Run 1, metal 3:
Cells faint in the background.
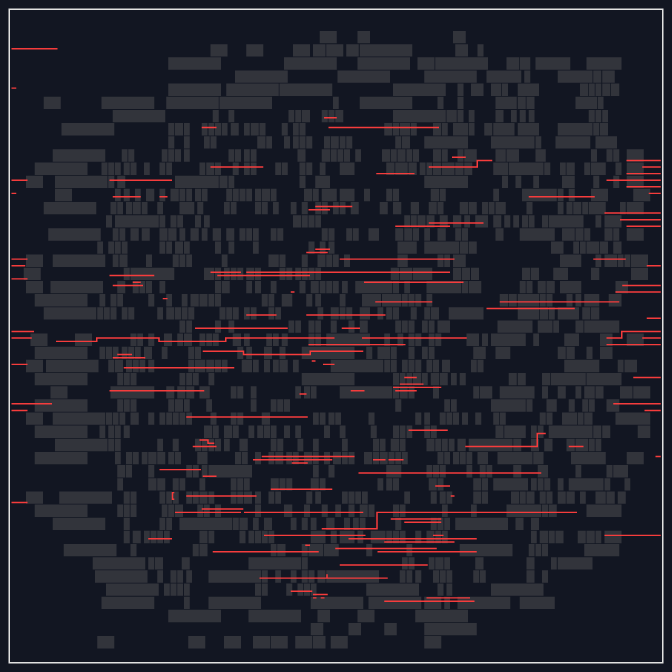
Run 1, met1 routing:
Cells faint in the background.
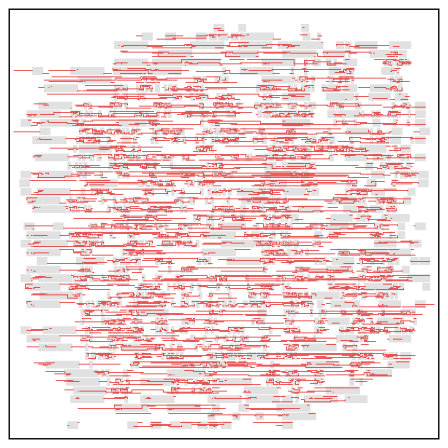
Run 1, met2 routing:
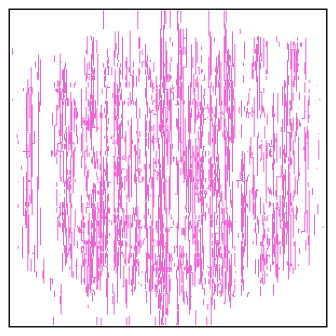
===== config.mk =====
export PLATFORM = sky130hd
export DESIGN_NAME = pht_port_sched
export DESIGN_NICKNAME = d
export VERILOG_FILES = /design/src/rtl/pht_port_sched.sv
export SDC_FILE = /design/constraint.sdc
export NUM_CORES = 1
export LEC_CHECK = 0
export ABC_AREA = 1
export CORE_MARGIN = 2
export CORE_UTILIZATION = 40
export DETAILED_ROUTE_END_ITERATION = 10
export PLACE_DENSITY_LB_ADDON = 0.12
export SKIP_CTS_REPAIR_TIMING = 1
export SYNTH_ARGS = -nofsm -noshare
export SYNTH_HDL_FRONTEND = slang
export SYNTH_SLANG_ARGS = --single-unit

===== constraint.sdc =====
create_clock -name clk -period 3.2 [get_ports clk]
set_input_delay 0.32 -clock clk [delete_from_list [all_inputs] [get_ports clk]]
set_output_delay 0.32 -clock clk [all_outputs]
set_load 0.05 [all_outputs]

===== src/rtl/pht_port_sched.sv =====
// pht_port_sched: arbitrates one single-ported 2-bit PHT SRAM between fetch-side
// lookups and retire-side counter updates. Updates go into a small in-order write
// buffer that drains on idle cycles, or is forced out when it is full or has been
// starved too long. Lookups that hit the buffer are forwarded. After reset, a
// sweep writes INIT_VAL to every entry before anything else is accepted.
// Optional build macro: PHT_WB_COALESCE_EN (merge updates to an address already buffered).
module pht_port_sched #(
  parameter int unsigned AW         = 14,
  parameter int unsigned WB_DEPTH   = 4,
  parameter int unsigned STARVE_MAX = 8,
  parameter logic [1:0]  INIT_VAL   = 2'b01
) (
  input  logic          clk,
  input  logic          rst,
  input  logic          rd_req,
  input  logic [AW-1:0] rd_addr,
  output logic          rd_gnt,
  output logic          rd_valid,
  output logic [1:0]    rd_data,
  input  logic          upd_valid,
  input  logic [AW-1:0] upd_addr,
  input  logic [1:0]    upd_data,
  output logic          upd_ready,
  output logic          pht_en,
  output logic          pht_we,
  output logic [AW-1:0] pht_addr,
  output logic [1:0]    pht_wdata,
  input  logic [1:0]    pht_rdata,
  output logic          init_busy
);

  localparam int unsigned PW = $clog2(WB_DEPTH);
  localparam int unsigned CW = PW + 1;
  localparam int unsigned SW = $clog2(STARVE_MAX + 1);

  typedef enum logic [0:0] {StInit, StRun} state_e;

  state_e        state_q;
  logic [AW-1:0] ptr_q;
  logic [AW-1:0] wb_addr_q [WB_DEPTH];
  logic [1:0]    wb_data_q [WB_DEPTH];
  logic [PW-1:0] head_q, tail_q;
  logic [CW-1:0] count_q;
  logic [SW-1:0] starve_q;
  logic          rd_valid_q, fwd_hit_q;
  logic [1:0]    rd_data_q;

  logic          wb_empty, wb_full, force_wr;
  logic          do_wr, do_rd, do_enq, upd_acc;
  logic          fwd_hit;
  logic [1:0]    fwd_data;
  logic          co_hit;

  assign wb_empty = (count_q == '0);
  assign wb_full  = (count_q == CW'(WB_DEPTH));
  assign force_wr = wb_full | (starve_q == SW'(STARVE_MAX));

  // Port arbitration: forced drain beats reads, reads beat opportunistic drain.
  always_comb begin
    do_wr = 1'b0;
    do_rd = 1'b0;
    if (state_q == StRun) begin
      if (!wb_empty && (force_wr || !rd_req)) begin
        do_wr = 1'b1;
      end else if (rd_req) begin
        do_rd = 1'b1;
      end
    end
  end

  // Forwarding lookup over entries valid at cycle start; youngest match wins.
  always_comb begin
    logic [PW-1:0] slot;
    fwd_hit  = 1'b0;
    fwd_data = '0;
    for (int unsigned i = 0; i < WB_DEPTH; i++) begin
      slot = head_q + PW'(i);
      if ((CW'(i) < count_q) && (wb_addr_q[slot] == rd_addr)) begin
        fwd_hit  = 1'b1;
        fwd_data = wb_data_q[slot];
      end
    end
  end

`ifdef PHT_WB_COALESCE_EN
  logic [PW-1:0] co_slot;

  // Coalesce target: a buffered entry with the same address that is not leaving this cycle.
  always_comb begin
    logic [PW-1:0] slot;
    co_hit  = 1'b0;
    co_slot = '0;
    for (int unsigned i = 0; i < WB_DEPTH; i++) begin
      slot = head_q + PW'(i);
      if ((CW'(i) < count_q) && !(do_wr && (i == 0)) && (wb_addr_q[slot] == upd_addr)) begin
        co_hit  = 1'b1;
        co_slot = slot;
      end
    end
  end

  assign upd_ready = (state_q == StRun) && (!wb_full || co_hit);
`else
  assign co_hit    = 1'b0;
  assign upd_ready = (state_q == StRun) && !wb_full;
`endif

  assign upd_acc = upd_valid & upd_ready;
  assign do_enq  = upd_acc & ~co_hit;

  // SRAM command: sweep writes in INIT, otherwise the arbitration winner.
  always_comb begin
    pht_en    = 1'b0;
    pht_we    = 1'b0;
    pht_addr  = rd_addr;
    pht_wdata = wb_data_q[head_q];
    if (state_q == StInit) begin
      pht_en    = 1'b1;
      pht_we    = 1'b1;
      pht_addr  = ptr_q;
      pht_wdata = INIT_VAL;
    end else if (do_wr) begin
      pht_en   = 1'b1;
      pht_we   = 1'b1;
      pht_addr = wb_addr_q[head_q];
    end else if (do_rd) begin
      pht_en = 1'b1;
    end
  end

  assign rd_gnt    = do_rd;
  assign init_busy = (state_q == StInit);
  assign rd_valid  = rd_valid_q;
  // Non-forwarded reads take the SRAM output directly in the return cycle.
  assign rd_data   = (rd_valid_q && !fwd_hit_q) ? pht_rdata : rd_data_q;

  // Init/run FSM with the sweep pointer.
  always_ff @(posedge clk) begin
    if (!rst) begin
      state_q <= StInit;
      ptr_q   <= '0;
    end else if (state_q == StInit) begin
      ptr_q <= ptr_q + AW'(1);
      if (ptr_q == {AW{1'b1}}) begin
        state_q <= StRun;
      end
    end
  end

  // Write-buffer occupancy, pointers and starvation counter.
  always_ff @(posedge clk) begin
    if (!rst) begin
      head_q   <= '0;
      tail_q   <= '0;
      count_q  <= '0;
      starve_q <= '0;
    end else begin
      if (do_wr) begin
        head_q <= head_q + PW'(1);
      end
      if (do_enq) begin
        tail_q <= tail_q + PW'(1);
      end
      unique case ({do_enq, do_wr})
        2'b10:   count_q <= count_q + CW'(1);
        2'b01:   count_q <= count_q - CW'(1);
        default: count_q <= count_q;
      endcase
      if (do_wr) begin
        starve_q <= '0;
      end else if ((state_q == StRun) && !wb_empty && (starve_q != SW'(STARVE_MAX))) begin
        starve_q <= starve_q + SW'(1);
      end
    end
  end

  // Write-buffer storage; validity is tracked by the pointers, so no reset needed.
  always_ff @(posedge clk) begin
    if (do_enq) begin
      wb_addr_q[tail_q] <= upd_addr;
      wb_data_q[tail_q] <= upd_data;
    end
`ifdef PHT_WB_COALESCE_EN
    if (upd_acc && co_hit) begin
      wb_data_q[co_slot] <= upd_data;
    end
`endif
  end

  // Read return pipeline; rd_data_q holds the last returned value.
  always_ff @(posedge clk) begin
    if (!rst) begin
      rd_valid_q <= 1'b0;
      fwd_hit_q  <= 1'b0;
      rd_data_q  <= '0;
    end else begin
      rd_valid_q <= do_rd;
      fwd_hit_q  <= do_rd & fwd_hit;
      if (do_rd && fwd_hit) begin
        rd_data_q <= fwd_data;
      end else if (rd_valid_q && !fwd_hit_q) begin
        rd_data_q <= pht_rdata;
      end
    end
  end

endmodule

==> qor.yml, run 1 <==
clock-root-buffer: "clkbuf_16"
postSynthSeqShare_pct: 37.43
post-route-period-util_pct: 91.90
hold_class: "reg2reg"
die-width_microns: 134.8
endpoint_kind: "output port"
logic_family: "simple AND/OR/NAND/NOR gates"
comb_cell_power_uw: 169
worstSetupPathType: "reg2out"
worstMarginPinSlew_ps: 713.7
largest_cell_class: "logic gates"
switching_share_pct: 22.93
slew_violations: 0
holdPathStages: 2
start_kind: "flip-flop"
largest-register: "wb_addr_q"
power.density_nw_per_um2: 332.7
critPathRequiredTime_ps: 2880
drv_cap: 0
drtIter0Drc: 594
clock_net_power_mw: 1.12
p_switching_uw: 600.6
seq_power_share_pct: 50.6
gr-usage-met1_pct: 32.64
grt_max_degree: 50
syn_inst: 1066
grt_pass1_vias: 6194
final.clkbuf_count: 12
routedWlPerCell_microns: 16.05
yosys-stat-area_sq_um: 6845
tritoncts.num_buffers: 9
fill_cells: 1768
drcViolationCount: 0
dp_hpwl_microns: 15680
fin_tns_setup_ps: 0
buffer_area_share_pct: 8.711
cp_cell_sequence: "inv_1 > ha_1 > inv_1 > o21ai_0 > nor2_1 > clkinvlp_4 > buf_4 > o221ai_1 > buf_4"
met3_length_microns: 1284
finalHoldViolCount: 0
critPathLaunch: "count_q[0]$_SDFFE_PN0P_"
rsz0062_at_grt: "no"
placed_area_sq_um: 7543
adder_share_pct: 2.193
outcome: "finished clean"
multi_input_comb_cells: 841
detail_route.vias_per_cell: 5.113
comb_share_pct: 46.91
design_area_sq_um: 7871
clk_share_pct: 3.926
ys.flops: 96
p_seq_mw: 1.33
clk_pin_slew_ps: 70
inv_count: 91
chip_area_sq_um: 18180
synth_cell_types: 32
drive_above_1_share_pct: 6.601
Back to the opening pictures, 'metal 3':
nets with wire on the layer = 98
main direction = horizontal

Back to the opening pictures, 'met1 routing':
longest straight run = 48.3 microns
wire length on this layer = 9720 microns
share of all routed wire = 45%

Back to the opening pictures, 'met2 routing':
nets with wire on the layer = 834
share of all routed wire = 46%
longest straight run = 56.4 microns
vias after detailed routing: 6857
met2 usage: 40.19%

run 1: through the flow:
step	instances	power, mW	worst slack (ps)
3_5_place_dp	1323	1.520	555.8
4_1_cts	1339	2.643	167.4
6_report	1341	2.619	259.0
2_1_floorplan	1066	1.424	144.2
5_1_grt	1341	2.699	45.41
3_3_place_gp	1323	1.521	633.8
run 1: logic make-up after synthesis:
logic type                 Yosys count
DFF                                 96
AOI/OAI and AO/OA                   96
adders and majority gates           12
xor gates and xnor gates             5
buffers and inverters              129
and+or+nand+nor                    728
run 1: synth_stat cells:
master    count  area share, %
nor2_2        4           0.37
clkbuf_1      7           0.38
o21ai_1       1          0.073
ha_1         12            2.2
nand2_2       6           0.55
nor2_1       70            3.8
o221ai_1     13            1.7
nor3_1       10           0.73
o22ai_1       1          0.091
nand2_1     527             29
buf_4        10            1.1
o211ai_1      2           0.22
nor3b_1       1           0.11
inv_1        84            4.6
xnor2_1       1           0.13
a21oi_1      34            2.5
edfxtp_1     64             28
buf_1         3           0.16
nand2_4       4           0.66
a32oi_1       1           0.13
nor4_1        1          0.091
clkinv_1      3           0.16
o21ai_0      42            3.1
o21a_1        2           0.22
inv_2         4           0.22
or2_2         1          0.091
nand3_1     100            7.3
xor2_1        4           0.51
nand4_1       4           0.37
buf_2         9           0.66
buf_6         9            1.5
dfxtp_1      32            9.4
run 1: worst register-to-register path, cell delays in order (launching register included):
cell and delay [ps]:
dfxtp_1 320, inv_2 290, nand2_1 240, nand2_4 360, nand2_1 150, nand3_1 90, nand2_1 80, nor2_1 200
nand2_1 100, nor2_2 140, nand2_1 110, nand2_1 130, inv_2 40, nand2_2 60, nand3_1 70, nor2_1 120
nor2_1 40
Run 1, signal wires on met4:
Scale bar: 50 microns. Cells faint in the background.
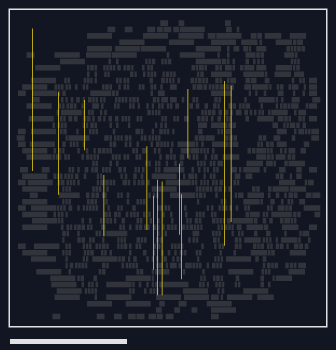

==> run 1 -> run 2 <==
--- a/config.mk
+++ b/config.mk
@@ -6,9 +6,11 @@
 export NUM_CORES = 1
 export LEC_CHECK = 0
 export ABC_AREA = 1
+export CAP_MARGIN = 20
 export CORE_MARGIN = 2
 export CORE_UTILIZATION = 40
 export DETAILED_ROUTE_END_ITERATION = 10
+export MAX_ROUTING_LAYER = met4
 export PLACE_DENSITY_LB_ADDON = 0.12
 export SKIP_CTS_REPAIR_TIMING = 1
 export SYNTH_ARGS = -nofsm -noshare
==> constraint.sdc (replaced) <==
create_clock -name clk -period 3.2 [get_ports clk]
set_input_delay 0.32 -clock clk [delete_from_list [all_inputs] [get_ports clk]]
set_output_delay 0.32 -clock clk [all_outputs]
set_load 0.01 [all_outputs]
Run 2, signal wires on met4:
Scale bar: 50 microns. Cells faint in the background.
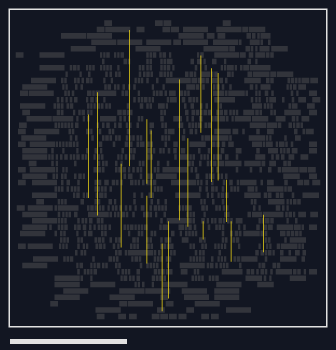
wire length on this layer = 608 microns
share of all routed wire = 2.8%
main direction = vertical
longest straight run = 59.8 microns
vias after detailed routing: 6872
total length of routed wires: 21850 microns

Run 2, metal 3:
Cells faint in the background.
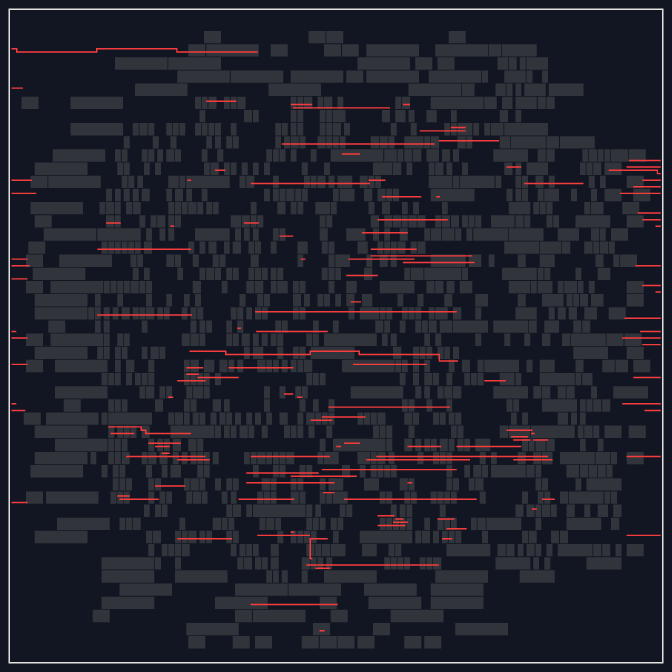
main direction = horizontal
share of all routed wire = 5.0%
wire length on this layer = 1090 microns
grt met3 use: 3.791%

Run 2, met2 routing:
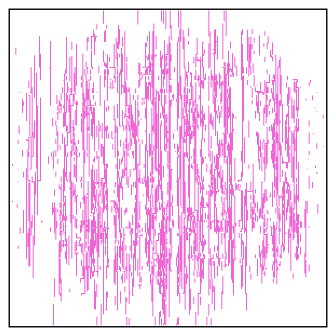
wire length on this layer = 9920 microns
main direction = vertical
nets with wire on the layer = 852
longest straight run = 62.7 microns
met2 usage: 40.36%

==> run 2 against run 1 <==
Synthesized cell count is the same. Non-clock buffer count grew 2. Register-to-register slack gained 90 ps. Die area is the same. Area after synthesis is the same. Power shrank 2.7%. Highest routed layer unchanged.
==> qor.yml, run 2 <==
outcome: "finished clean"
largest-register: "wb_addr_q"
topCellsByArea: "nand2_1 (29%), edfxtp_1 (28%), dfxtp_1 (9.4%)"
finalHoldViolCount: 0  # unchanged
power.density_nw_per_um2: 321.7  # -3.3%
yosys-stat-area_sq_um: 6845  # unchanged
synth_top_cell_by_count: "nand2_1"
gr-usage-met1_pct: 33.25  # +0.61 points
tritoncts.num_buffers: 9  # unchanged
ys_top_cells_by_count: "nand2_1 (527), nand3_1 (100), inv_1 (84)"
hold_class: "reg2reg"
detail_route.vias_per_cell: 5.117  # about the same
postSynthSeqShare_pct: 37.43  # unchanged
clk_pin_slew_ps: 70  # about the same
grt_max_degree: 54  # +8.0%
grt_pass1_vias: 6216  # +0.36%
drtIter0Drc: 497  # -16%
critPathRequiredTime_ps: 2880  # about the same
worstMarginPinSlew_ps: 390.3  # -323.4 ps
adder_share_pct: 2.193  # unchanged
drv_cap: 0  # unchanged
drive_above_1_share_pct: 5.254  # -1.3 points
start_kind: "flip-flop"
top_area_share_pct: 28.90  # unchanged
drcViolationCount: 0  # unchanged
top_area_cell: "nand2_1"
chip_area_sq_um: 18180  # unchanged
post-route-worst-setup-slack_ps: 241.6  # -17.40 ps
synth_cell_types: 32  # unchanged
syn_inst: 1066  # unchanged
slew_violations: 0  # unchanged
post-place-ws_ps: 522.8  # -32.95 ps
endpoint_kind: "output port"
die-width_microns: 134.8  # unchanged
switching_share_pct: 23.10  # +0.17 points
logic_family: "simple AND/OR/NAND/NOR gates"
worstSetupPathType: "reg2out"
post-route-period-util_pct: 92.45  # +0.54 points
edf_count: 64  # unchanged
run 2: cell counts after synthesis:
No cell type changed its count.
run 2: final timing paths:
kind                           start                      end  slack, ps  cells after the start
max          count_q[1]$_SDFFE_PN0P_              pht_addr[8]        240                     10
min           ptr_q[13]$_SDFFE_PN0N_       state_q$_SDFF_PN0_        490                      2
min reg2reg   ptr_q[13]$_SDFFE_PN0N_       state_q$_SDFF_PN0_        490                      2
max reg2reg   head_q[1]$_SDFFE_PN0N_  rd_data_q[1]$_SDFF_PN0_        630                     16
run 2: routing by layer:
layer / share of wire [%] / up-vias
li1: - / 3511
met5: 0 / -
met1: 47 / 3117
met4: 2.8 / 0
met2: 45 / 205
met3: 5.0 / 39
run 2: power groups by stage:
stage / Sequential [mW] / Clock (mW) / Combinational (mW)
2_1_floorplan: 1.35 / 0 / 0.0607
3_3_place_gp: 1.35 / 0 / 0.160
3_5_place_dp: 1.35 / 0 / 0.160
4_1_cts: 1.33 / 1.09 / 0.161
5_1_grt: 1.33 / 1.13 / 0.178
6_report: 1.33 / 1.06 / 0.162
run 2: per-stage QoR:
stage          hold WS [ps]  instance area [sq um]  std cells
2_1_floorplan         418.9                   6845       1066
3_3_place_gp          482.8                   7639       1327
3_5_place_dp          477.9                   7639       1327
4_1_cts               486.0                   7915       1343
5_1_grt               532.6                   7919       1343
6_report              485.7                   7919       1343
run 2: cell type report:
class                      count  area [sq um]
tap                          220         275.3
inverter                      91         345.3
timing repair buffer          79         765.7
clock inverter                 4         20.02
clock buffer                  12         256.5
fill                        1760          8723
sequential                    96          2564
multi-input combinational    841          3692
run 2: cell families after synthesis:
kind of cell               count (synthesis)
and+or+nand+nor                          728
adders and majority gates                 12
DFF                                       96
buffers and inverters                    129
AOI/OAI and AO/OA                         96
xor gates and xnor gates                   5
Power figures rest on the tool's default switching activity, not on a simulated workload.
